==> config.mk <==
export PLATFORM = sky130hd
export DESIGN_NAME = sys_ctrl_monitor
export DESIGN_NICKNAME = d
export VERILOG_FILES = /design/src/rtl/sys_ctrl_monitor.sv
export SDC_FILE = /design/constraint.sdc
export NUM_CORES = 1
export LEC_CHECK = 0
export CORE_MARGIN = 4
export CORE_UTILIZATION = 41
export DETAILED_ROUTE_END_ITERATION = 16
export PLACE_DENSITY = 0.7
export SLEW_MARGIN = 10
export SYNTH_ARGS = -nofsm -noshare
export SYNTH_HDL_FRONTEND = slang
export SYNTH_HIERARCHICAL = 1
export SYNTH_SLANG_ARGS = --single-unit
==> constraint.sdc <==
create_clock -name SYS_clk -period 2.25 [get_ports SYS_clk]
set_clock_uncertainty 0.15 [all_clocks]
set_input_delay 0.225 -clock SYS_clk [delete_from_list [all_inputs] [get_ports SYS_clk]]
set_output_delay 0.225 -clock SYS_clk [all_outputs]
set_load 0.1 [all_outputs]
==> src/rtl/sys_ctrl_monitor.sv <==
// sys_ctrl_monitor: board-side PC-load sequencer (stall/load/ack/resume) plus probe snapshot and LED display.
// Optional load-ack timeout with ERR state is built when SYS_LOAD_TIMEOUT_EN is defined.

module sys_ctrl_probe_lane #(
  parameter int DATA_W = 24
) (
  input  logic              clk,
  input  logic              rst,
  input  logic              cap,
  input  logic [DATA_W-1:0] din,
  output logic [DATA_W-1:0] q
);
  always_ff @(posedge clk) begin
    if (rst)      q <= '0;
    else if (cap) q <= din;
  end
endmodule

module sys_ctrl_monitor #(
  parameter  int PC_W      = 8,
  parameter  int SEL_W     = 8,
  parameter  int NCH       = 8,
  parameter  int DATA_W    = 24,
  parameter  int STALL_CYC = 4,
  parameter  int TIMEOUT   = 255,
  localparam int LED_W     = DATA_W + 3
) (
  input  logic              SYS_clk,
  input  logic              SYS_reset,
  input  logic              SYS_load,
  input  logic [PC_W-1:0]   SYS_pc_val,
  input  logic [SEL_W-1:0]  SYS_output_sel,
  output logic [LED_W-1:0]  SYS_leds,
  input  logic [PC_W-1:0]   core_pc_cur,
  input  logic [NCH*DATA_W-1:0] probe_bus,
  input  logic              probe_valid,
  output logic              core_stall,
  output logic              core_pc_load,
  output logic [PC_W-1:0]   core_pc_val,
  input  logic              core_pc_ack
);
  // One counter serves both the drain phase and the ack timeout.
  localparam int CNT_MAX = (STALL_CYC > TIMEOUT) ? STALL_CYC : TIMEOUT;
  localparam int CNT_RAW = $clog2(CNT_MAX + 1);
  localparam int CNT_W   = (CNT_RAW < 8) ? 8 : ((CNT_RAW > 32) ? 32 : CNT_RAW);

  typedef enum logic [2:0] {
    IDLE,
    STALL,
    LOAD,
`ifdef SYS_LOAD_TIMEOUT_EN
    ERR,
`endif
    RESUME
  } state_t;

  state_t             state;
  logic [CNT_W-1:0]   cnt;
  logic               load_q;
  logic               load_edge;
  logic               error_q;

  assign load_edge = SYS_load & ~load_q;

  always_ff @(posedge SYS_clk) begin
    if (SYS_reset) begin
      state        <= IDLE;
      cnt          <= '0;
      load_q       <= 1'b0;
      core_stall   <= 1'b0;
      core_pc_load <= 1'b0;
      core_pc_val  <= '0;
      error_q      <= 1'b0;
    end else begin
      load_q <= SYS_load;
      case (state)
        IDLE: begin
          if (load_edge) begin
            state       <= STALL;
            cnt         <= '0;
            core_stall  <= 1'b1;
            core_pc_val <= SYS_pc_val;
            error_q     <= 1'b0;
          end
        end
        STALL: begin
          if (cnt == CNT_W'(STALL_CYC - 1)) begin
            state        <= LOAD;
            cnt          <= '0;
            core_pc_load <= 1'b1;
          end else begin
            cnt <= cnt + CNT_W'(1);
          end
        end
        LOAD: begin
          // An ack arriving on the expiry edge still completes the load.
          if (core_pc_ack) begin
            state        <= RESUME;
            core_pc_load <= 1'b0;
            core_stall   <= 1'b0;
          end
`ifdef SYS_LOAD_TIMEOUT_EN
          else if (cnt == CNT_W'(TIMEOUT - 1)) begin
            state        <= ERR;
            core_pc_load <= 1'b0;
            core_stall   <= 1'b0;
            error_q      <= 1'b1;
          end else begin
            cnt <= cnt + CNT_W'(1);
          end
`endif
        end
`ifdef SYS_LOAD_TIMEOUT_EN
        ERR:     state <= IDLE;
`endif
        RESUME:  state <= IDLE;
        default: state <= IDLE;
      endcase
    end
  end

  logic [NCH-1:0][DATA_W-1:0] bank;

  for (genvar k = 0; k < NCH; k++) begin : g_lane
    sys_ctrl_probe_lane #(.DATA_W(DATA_W)) u_lane (
      .clk (SYS_clk),
      .rst (SYS_reset),
      .cap (probe_valid),
      .din (probe_bus[k*DATA_W +: DATA_W]),
      .q   (bank[k])
    );
  end

  logic [DATA_W-1:0] pc_ext;
  if (PC_W >= DATA_W) begin : g_pc_trunc
    assign pc_ext = core_pc_cur[DATA_W-1:0];
  end else begin : g_pc_zext
    assign pc_ext = {{(DATA_W-PC_W){1'b0}}, core_pc_cur};
  end

  // Widened select so sel == NCH is representable even when NCH == 2**SEL_W.
  logic [SEL_W:0]    sel_x;
  logic [DATA_W-1:0] disp_data;
  logic              disp_inv;

  assign sel_x = {1'b0, SYS_output_sel};

  always_comb begin
    disp_data = '0;
    disp_inv  = 1'b0;
    if (sel_x == (SEL_W+1)'(NCH)) begin
      disp_data = pc_ext;
    end else if (sel_x > (SEL_W+1)'(NCH)) begin
      disp_inv = 1'b1;
    end else begin
      for (int k = 0; k < NCH; k++)
        if (sel_x == (SEL_W+1)'(k)) disp_data = bank[k];
    end
  end

  always_ff @(posedge SYS_clk) begin
    if (SYS_reset) SYS_leds <= '0;
    else           SYS_leds <= {state != IDLE, error_q, disp_inv, disp_data};
  end
endmodule

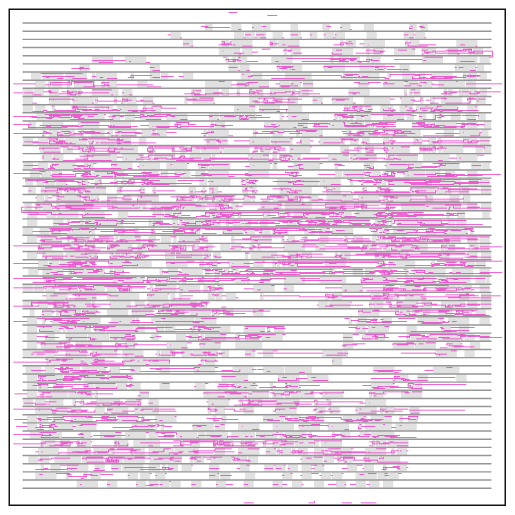
*Metal 1, run 1*
Scale: 3 px per um. Supply wires on this layer in grey. Cells faint in the background.
share of all routed wire: 40%
longest straight run: 40.9 um
wire length on this layer: 11,100 um
main direction: horizontal
met1 Track Usage GR: 23.7%
detailed-route via count: 7,897
final wirelength: 28.1 mm

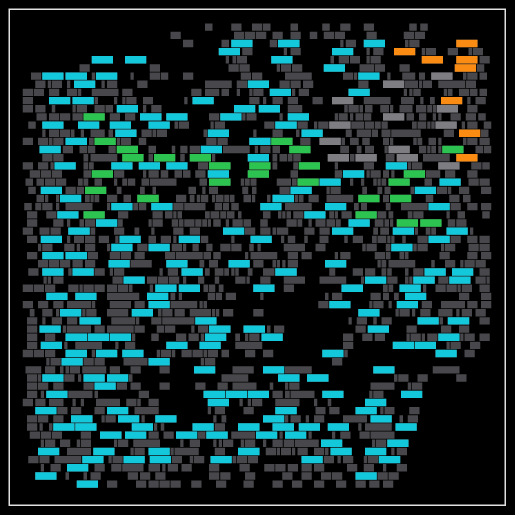
*Sequential cells grouped by signal name, run 1*
Scale: 3 px per um. Other sequential cells in the stronger grey, the rest of the logic in the fainter grey.
legend:
  green:
    signal: `SYS_leds`
    sequential_cells: 26
  orange:
    signal: `core_pc_val`
    sequential_cells: 8
    where: north-east
  cyan:
    signal: `g_lane.u_lane/q`
    sequential_cells: 192
    where: spread over the die
not coloured: 13
Seq group: 4.67 mW
Layout Utilization: 56.4%

==> run summary, run 1 <==
run results: CP max-delay cell=or4b_4, final hold violations=0, Synth Cell Area=0.0101 sq mm, ys cells=963, maximum vdd drop=731 uV, complex-gate fraction of the synthesized area=7.56%, max-cap violations=0, count of library flops with an enable pin=0, initial antenna violation count=11, yosys xor share=0.608%, CP Capture Type=flip-flop, IO Port Bufs=256, post-DP HPWL=20.7 mm, die height=165 um, Hold EP=g_lane[2].u_lane/q[19]$_SDFFE_PP0P_, vias in the first global route=7,973, yosys simple share=11.6%, top cells by area=dfxtp_1 47%, mux2i_1 21%, nor2_1 8.6%, critical path, cell by cell=ha_1, or4b_4, o41ai_4, nand3_2, or3_1, a21oi_2, min-delay src=probe_valid, Worst Hold Depth=3, Slowest Stage Delay on Critical Path=0.48 ns, crit path DAT=2.36 ns, placed inst area=0.0128 sq mm, Post-CTS Resized=0, Nets=1,445, layout cells sized above 1=12.4%, area growth from synthesis to layout=35.6%, drt drc=0, crit share post-route=91.8%, Setup WS post-layout=0.184 ns, RSZ-0062 raised after global routing=false, Worst-Margin Slew=0.664 ns, R2R Path Start=cnt[0]$_SDFFE_PP0P_, vias per cell=5.05, H-tree depth=1, Yosys reg bits=239, RePlAce Congestion=0.801, CTS tree=yes, CTS Root Buffer Type=clkbuf_16, Num CTS Buffers=27, largest net degree at the start of global routing=131, most frequent cell after synthesis=dfxtp_1, area leader, netlist=dfxtp_1, Leak Pwr=5.86 nW, Rel. slew slack=55.4%, ys flop type=dfxtp_1, comb. cell area=0.00466 sq mm, first-pass GRT wire length=42.6 mm, Max-area cell share=47.4%, Synth top cells by count=239 x dfxtp_1, 230 x nor2_1, 215 x mux2i_1, crit start category=flip-flop, Synthesis Warnings=6, Pre-Repair DR Iteration Count=5, PD cells=808 mW/mm^2, worst flop-to-flop path endpoint=state[0]$_SDFFE_PP0P_, crit path DRT=2.55 ns, fillers=2,174, Log Warnings=31, final tally of setup violations=0, Max Freq=484 MHz, Post-synth seq share=47.4%, area share of fa/ha/maj cells after synthesis=0.620%, Die ar.=0.0272 sq mm, Post-synth ARST share=0%, Clk pin slew, worst setup/hold paths=0.06 ns, Cells after Synth=963, R2R cell count=6, fp_density=41.6%, WS Path Type=reg2reg, Post-Syn Nets=1,189, pre-CTS WS=-0.174 ns, total setup buffers inserted after CTS=0, FF-to-FF setup slack=0.18 ns, Rows=57, chip area in the Yosys report=0.0101 sq mm, Final Instance Area=0.0137 sq mm, status=finished, final reports clean, DRT iter0 DRCs=505, type of the most critical hold path=in2reg, Clock Latency Late Sink=0.53 ns, Multiplexer share=25.8%, # IOs=258, Worst Path Buf+Inv=0, Slew Viols, Final=0, largest buffer count on any clock path=3, Logic family by area=multiplexers, final antenna-violating net count=0, Synth cell types=51, Storage cell area=0.00478 sq mm, chip width=165 um, crit path time final=2.07 ns, delay-heaviest family, CP=simple AND/OR/NAND/NOR gates, core footprint=0.0242 sq mm, Syn Area/Cell=10.5 sq um, clk sinks=239, grt ovf=0, CP max FO=2
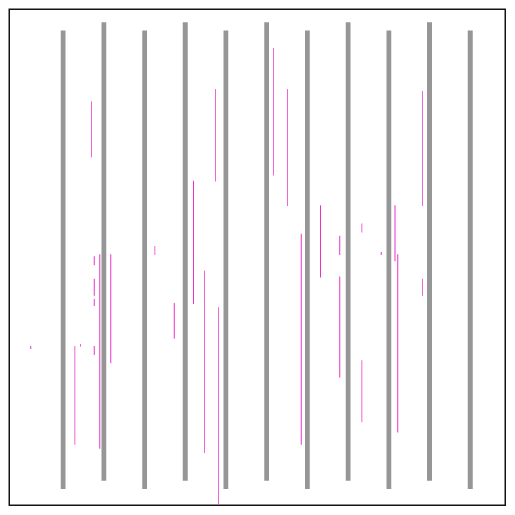
*The metal 4 layer, run 1*
Scale: 3 px per um. Supply wires on this layer in grey.
share of all routed wire: 2.6%
longest straight run: 70.0 um
nets with wire on the layer: 18

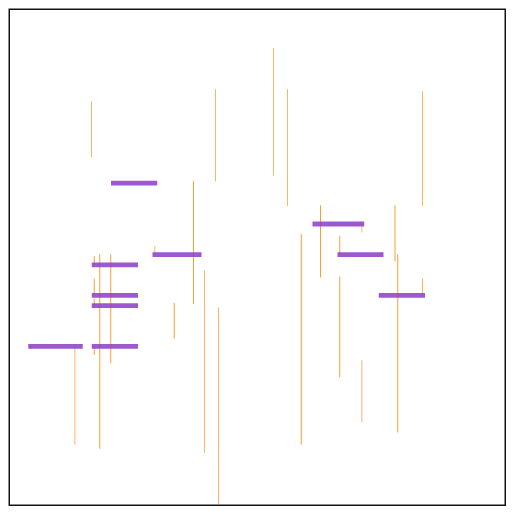
*Wiring by layer, run 1*
Scale: 3 px per um. Two of the layers only.
legend:
  purple:
    layer: metal 5
    wire_length: 144 um
  orange:
    layer: metal 4
    wire_length: 736 um
Total GRT Usage: 20.0%
drt wl/cell: 17.9 um

-- run 1: registers in the layout (all words and copies together), names as in the netlist --
name,flops
g_lane.u_lane/q,192
SYS_leds,26
cnt,8
core_pc_val,8
state,2
core_pc_load,1
core_stall,1
load_q,1
-- run 1: repair_timing --
action                                  4_1_cts  5_1_grt
hold buffers                                  1        0
endpoints found under the setup margin        0        0
endpoints found under the hold margin        24        0
-- run 1: cell usage in the layout (no fill, tap or decap), types with 3 or more instances in the layout --
cell             instances
a22oi_1                 14
nand3_1                  6
nand2_1                 17
mux2i_1                215
a21oi_1                 27
xor2_1                   6
inv_1                   10
or3_1                    4
nand2b_1                 5
dfxtp_1                239
clkdlybuf4s50_1        216
buf_4                   65
nor2_1                 230
mux4_2                  19
o22ai_1                  7
o32a_1                  14
nand4_1                  3
o21ai_0                 35
buf_12                   9
clkbuf_8                 8
o221ai_1                 5
clkbuf_1                 4
ha_1                     5
clkbuf_16               27
clkinv_2                 7
-- run 1: layout make-up --
cell class / count / share of cell area [%]
clock inverter: 10 / 0.759
inverter: 10 / 0.274
multi-input combinational: 646 / 34.1
tap: 324 / 2.96
clock buffer: 39 / 5.86
timing repair buffer: 295 / 21.0
sequential: 239 / 35.0
antenna: 1 / 0.0183
-- run 1: stage by stage --
stage	utilization (%)	cells	TNS, ns	power, mW	hold slack [ns]
2_1_floorplan	-	963	0	6.02	0.147
3_3_place_gp	52.6	1513	-1.86	6.72	0.312
3_5_place_dp	52.6	1513	-2.96	6.75	0.323
4_1_cts	56.4	1563	0	11.2	0.0266
5_1_grt	56.4	1564	0	11.5	0.0391
6_report	56.4	1564	0	11.0	0.0291
-- run 1: how the worst max path moves through the flow --
stage	endpoint	from	depth (start not counted)	slack (ns)
global placement	SYS_leds[13]$_SDFF_PP0_	SYS_output_sel[5]	6	-0.12
floorplan	state[0]$_SDFFE_PP0P_	cnt[0]$_SDFFE_PP0P_	6	0.05
detailed placement	SYS_leds[13]$_SDFF_PP0_	SYS_output_sel[5]	6	-0.17
global route	state[0]$_SDFFE_PP0P_	cnt[0]$_SDFFE_PP0P_	6	0.07
finish	state[0]$_SDFFE_PP0P_	cnt[0]$_SDFFE_PP0P_	6	0.18
CTS	state[0]$_SDFFE_PP0P_	cnt[0]$_SDFFE_PP0P_	6	0.18
-- run 1: logic make-up after synthesis --
group	Yosys count
xor+xnor	7
mux	236
compound gates	114
simple gates	283
fa+ha+maj	5
other cells	1
flops	239
buf+inv	78
-- run 1: routing by layer --
layer | wire (um) | GRT usage (%)
met5 | 143 | 0
met4 | 736 | 5.26
met3 | 2850 | 7.46
met2 | 13200 | 34.1
met1 | 11100 | 23.7
-- run 1: report_power, final --
part	switching, mW	internal, mW	total [mW]	leakage, nW
Combinational	1.04	0.946	1.99	3.44
Sequential	0.156	4.51	4.67	1.97
Clock	1.71	2.69	4.39	0.455
Total	2.90	8.14	11.0	5.86
-- run 1: tightest hold or removal path: stages --
cell and delay [ns]:
buf_8 0.21, mux2i_1 0.16, nor2_1 0.07
### Routing congestion, run 1

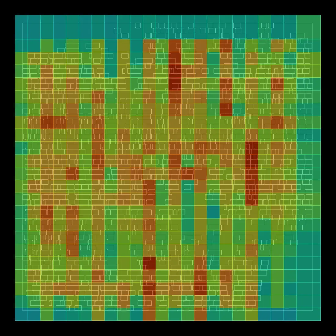

## Run 2: what changed since run 1
Settings changed: PLACE_DENSITY 0.7 to 0.67.
Clock period 2.25 ns to 2 ns, I/O delays scaled along.
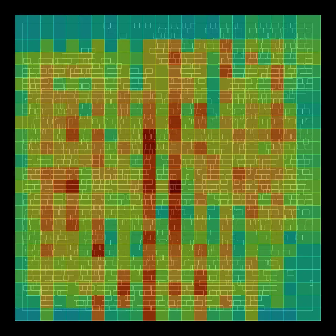
*Routing congestion, run 2*
drt wl/cell: 17.8 um
grt peak-use layer: met2

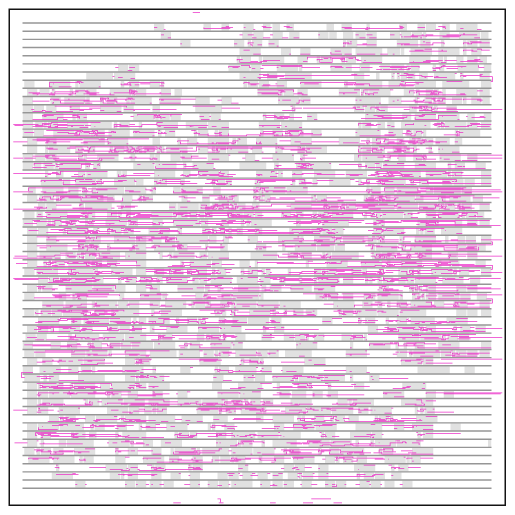
*Metal 1, run 2*
Scale: 3 px per um. Supply wires on this layer in grey. Cells faint in the background.
final wirelength: 28.2 mm
met1 Track Usage GR: 24.6%
detailed-route via count: 7,835

==> run 2 against run 1 <==
  * Total power grew 12%
  * Sequential share of layout area shrank 0.40 points
  * Sequential power increased by 12%
  * Synthesized cell count stayed put
  * Die area did not move
==> run summary, run 2 <==
run results: CP max-delay cell=or4b_4 (unchanged), status=finished, final reports clean (unchanged), final tally of setup violations=0 (unchanged), CP Capture Type=flip-flop (unchanged), drt drc=0 (unchanged), Post-synth seq share=47.4% (unchanged), Clock Latency Late Sink=0.53 ns (about the same), Slew Viols, Final=0 (unchanged), Syn Area/Cell=10.5 sq um (unchanged), Worst Hold Depth=3 (unchanged), count of library flops with an enable pin=0 (unchanged), # IOs=258 (unchanged), crit start category=flip-flop (unchanged), layout cells sized above 1=13.5% (was 12.4%), most frequent logic cell in the layout=dfxtp_1 (unchanged), vias per cell=4.96 (was 5.05), Levels on crit path=6 (unchanged), top cells by area=dfxtp_1 47%, mux2i_1 21%, nor2_1 8.6% (unchanged), Final Instance Area=0.0139 sq mm (was 0.0137 sq mm), Worst Path Buf+Inv=0 (unchanged), number of flip-flops under the largest register name=192 (unchanged), dominant logic cell types in the final layout=237 x dfxtp_1, 230 x nor2_1, 216 x clkdlybuf4s50_1 (was 239 x dfxtp_1, 230 x nor2_1, 216 x clkdlybuf4s50_1), R2R cell count=6 (unchanged), Largest regs=g_lane.u_lane/q (192), SYS_leds (26) (unchanged), type of the most critical hold path=in2reg (unchanged), die height=165 um (unchanged), Clk pin slew, worst setup/hold paths=0.06 ns (about the same), post-DP HPWL=21.0 mm (was 20.7 mm), Pre-Repair DR Iteration Count=5 (unchanged), WS Path Type=reg2reg (unchanged), largest buffer count on any clock path=3 (unchanged), initial antenna violation count=6 (was 11), IO Port Bufs=256 (unchanged), vias in the first global route=7,983 (was 7,973), Log Warnings=32 (was 31), placed inst area=0.0129 sq mm (was 0.0128 sq mm), Tot Pwr=12.4 mW (was 11.0 mW), grt ovf=0 (unchanged), maximum vdd drop=550 uV (was 731 uV), Post-Syn Nets=1,189 (unchanged), Synth Cell Area=0.0101 sq mm (unchanged), most frequent cell after synthesis=dfxtp_1 (unchanged), Die ar.=0.0272 sq mm (unchanged), Max-area cell share=47.4% (unchanged), crit path time final=1.99 ns (was 2.07 ns), crit path DRT=2.31 ns (was 2.55 ns), Num CTS Buffers=26 (was 27), Setup WS post-layout=0.0134 ns (was 0.184 ns), delay-heaviest family, CP=simple AND/OR/NAND/NOR gates (unchanged), Slowest Stage Delay on Critical Path=0.46 ns (was 0.48 ns), met3 usage in global routing=7.01% (was 7.46%), Leak Pwr=5.94 nW (was 5.86 nW), RSZ-0062 raised after global routing=true (was false), Synth cell types=51 (unchanged), CTS tree=yes (unchanged), ys cells=963 (unchanged), fp_density=41.6% (unchanged), chip width=165 um (unchanged), crit path DAT=2.29 ns (was 2.36 ns), fin cells=1,579 (was 1,564), met2 usage=34.9% (was 34.1%), total setup buffers inserted after CTS=0 (unchanged), Yosys reg bits=239 (unchanged), final hold violations=0 (unchanged), Reg with most FFs=g_lane.u_lane/q (unchanged), Cells after Synth=963 (unchanged), area growth from synthesis to layout=37.4% (was 35.6%), RePlAce Congestion=0.848 (was 0.801), Synthesis Warnings=6 (unchanged), clk sinks=239 (unchanged), Worst-Margin Slew=0.529 ns (was 0.664 ns), H-tree depth=1 (unchanged), Layout Utilization=57.1% (was 56.4%)
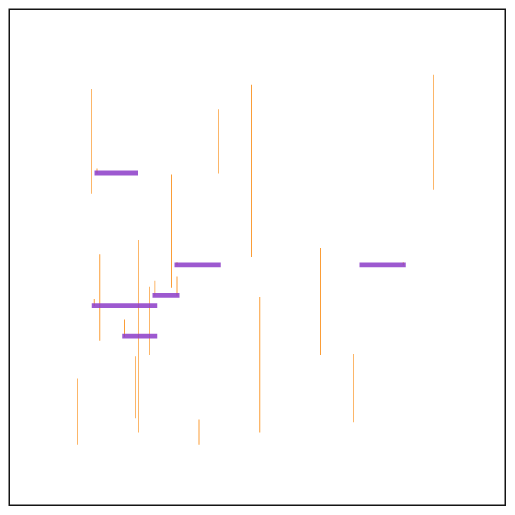
*Wiring by layer, run 2*
Scale: 3 px per um. Two of the layers only.
legend:
  orange:
    layer: metal 4
    wire_length: 477 um
  purple:
    layer: metal 5
    wire_length: 78.2 um
Total GRT Usage: 20.3%

## run 2: cell counts after synthesis
No cell type changed its count.
## run 2: cell families after synthesis
kind of cell,synth area share (%)
AOI/OAI and AO/OA,7.56
DFF,47.4
muxes,25.8
adders and majority gates,0.620
buffers and inverters,6.35
other,0.0372
xor gates and xnor gates,0.608
and+or+nand+nor,11.6
## run 2: stage by stage
| step | setup TNS [ns] | hold WS (ns) |
|---|---|---|
| 6_report | 0 | 0.108 |
| 5_1_grt | -0.0899 | 0.102 |
| 4_1_cts | -0.00000755 | 0.0802 |
| 3_5_place_dp | -9.12 | 0.328 |
| 3_3_place_gp | -7.66 | 0.317 |
| 2_1_floorplan | -0.178 | 0.122 |
## run 2: final cells by class
class / count / area, sq um
Fill cell: 2170 / 10400
Sequential cell: 239 / 4790
Multi-Input combinational cell: 646 / 4680
Timing Repair Buffer: 311 / 3050
Clock buffer: 39 / 781
Tap cell: 324 / 405
Clock inverter: 8 / 104
Inverter: 10 / 37.5
Antenna cell: 2 / 5.00
## run 2: final timing paths
check	startpoint	endpoint	slack (ns)
worst max-delay path	cnt[1]$_SDFFE_PP0P_	state[0]$_SDFFE_PP0P_	0.01
worst min-delay path	SYS_load	load_q$_SDFF_PP0_	0.11
worst max register to register	cnt[1]$_SDFFE_PP0P_	state[0]$_SDFFE_PP0P_	0.01
worst min register to register	g_lane[6].u_lane/q[11]$_SDFFE_PP0P_	SYS_leds[11]$_SDFF_PP0_	0.33
## run 2: layer usage
metal	vias up	wire, um
met1	3612	11500
li1	3905	-
met3	45	2630
met5	-	78
met4	12	477
met2	261	13500
## run 2: repair_timing
item                                    4_1_cts  5_1_grt
hold endpoints to repair                     35        0
gates resized                                 0        1
pin swaps                                     3        0
hold buffers                                  2        0
endpoints found under the setup margin        1       10
## run 2: worst register-to-register path, cell delays in order (launching register included)
cell	delay (ns)
dfxtp_4	0.36
ha_4	0.12
or4b_4	0.46
o41ai_4	0.25
nand3_2	0.10
or3_1	0.37
a21oi_2	0.11
## run 2: power breakdown
| part | switching [mW] | internal [mW] |
|---|---|---|
| Sequential | 0.173 | 5.08 |
| Combinational | 1.19 | 1.10 |
| Clock | 1.92 | 2.95 |
| Total | 3.29 | 9.13 |
Power figures rest on the tool's default switching activity, not on a simulated workload.
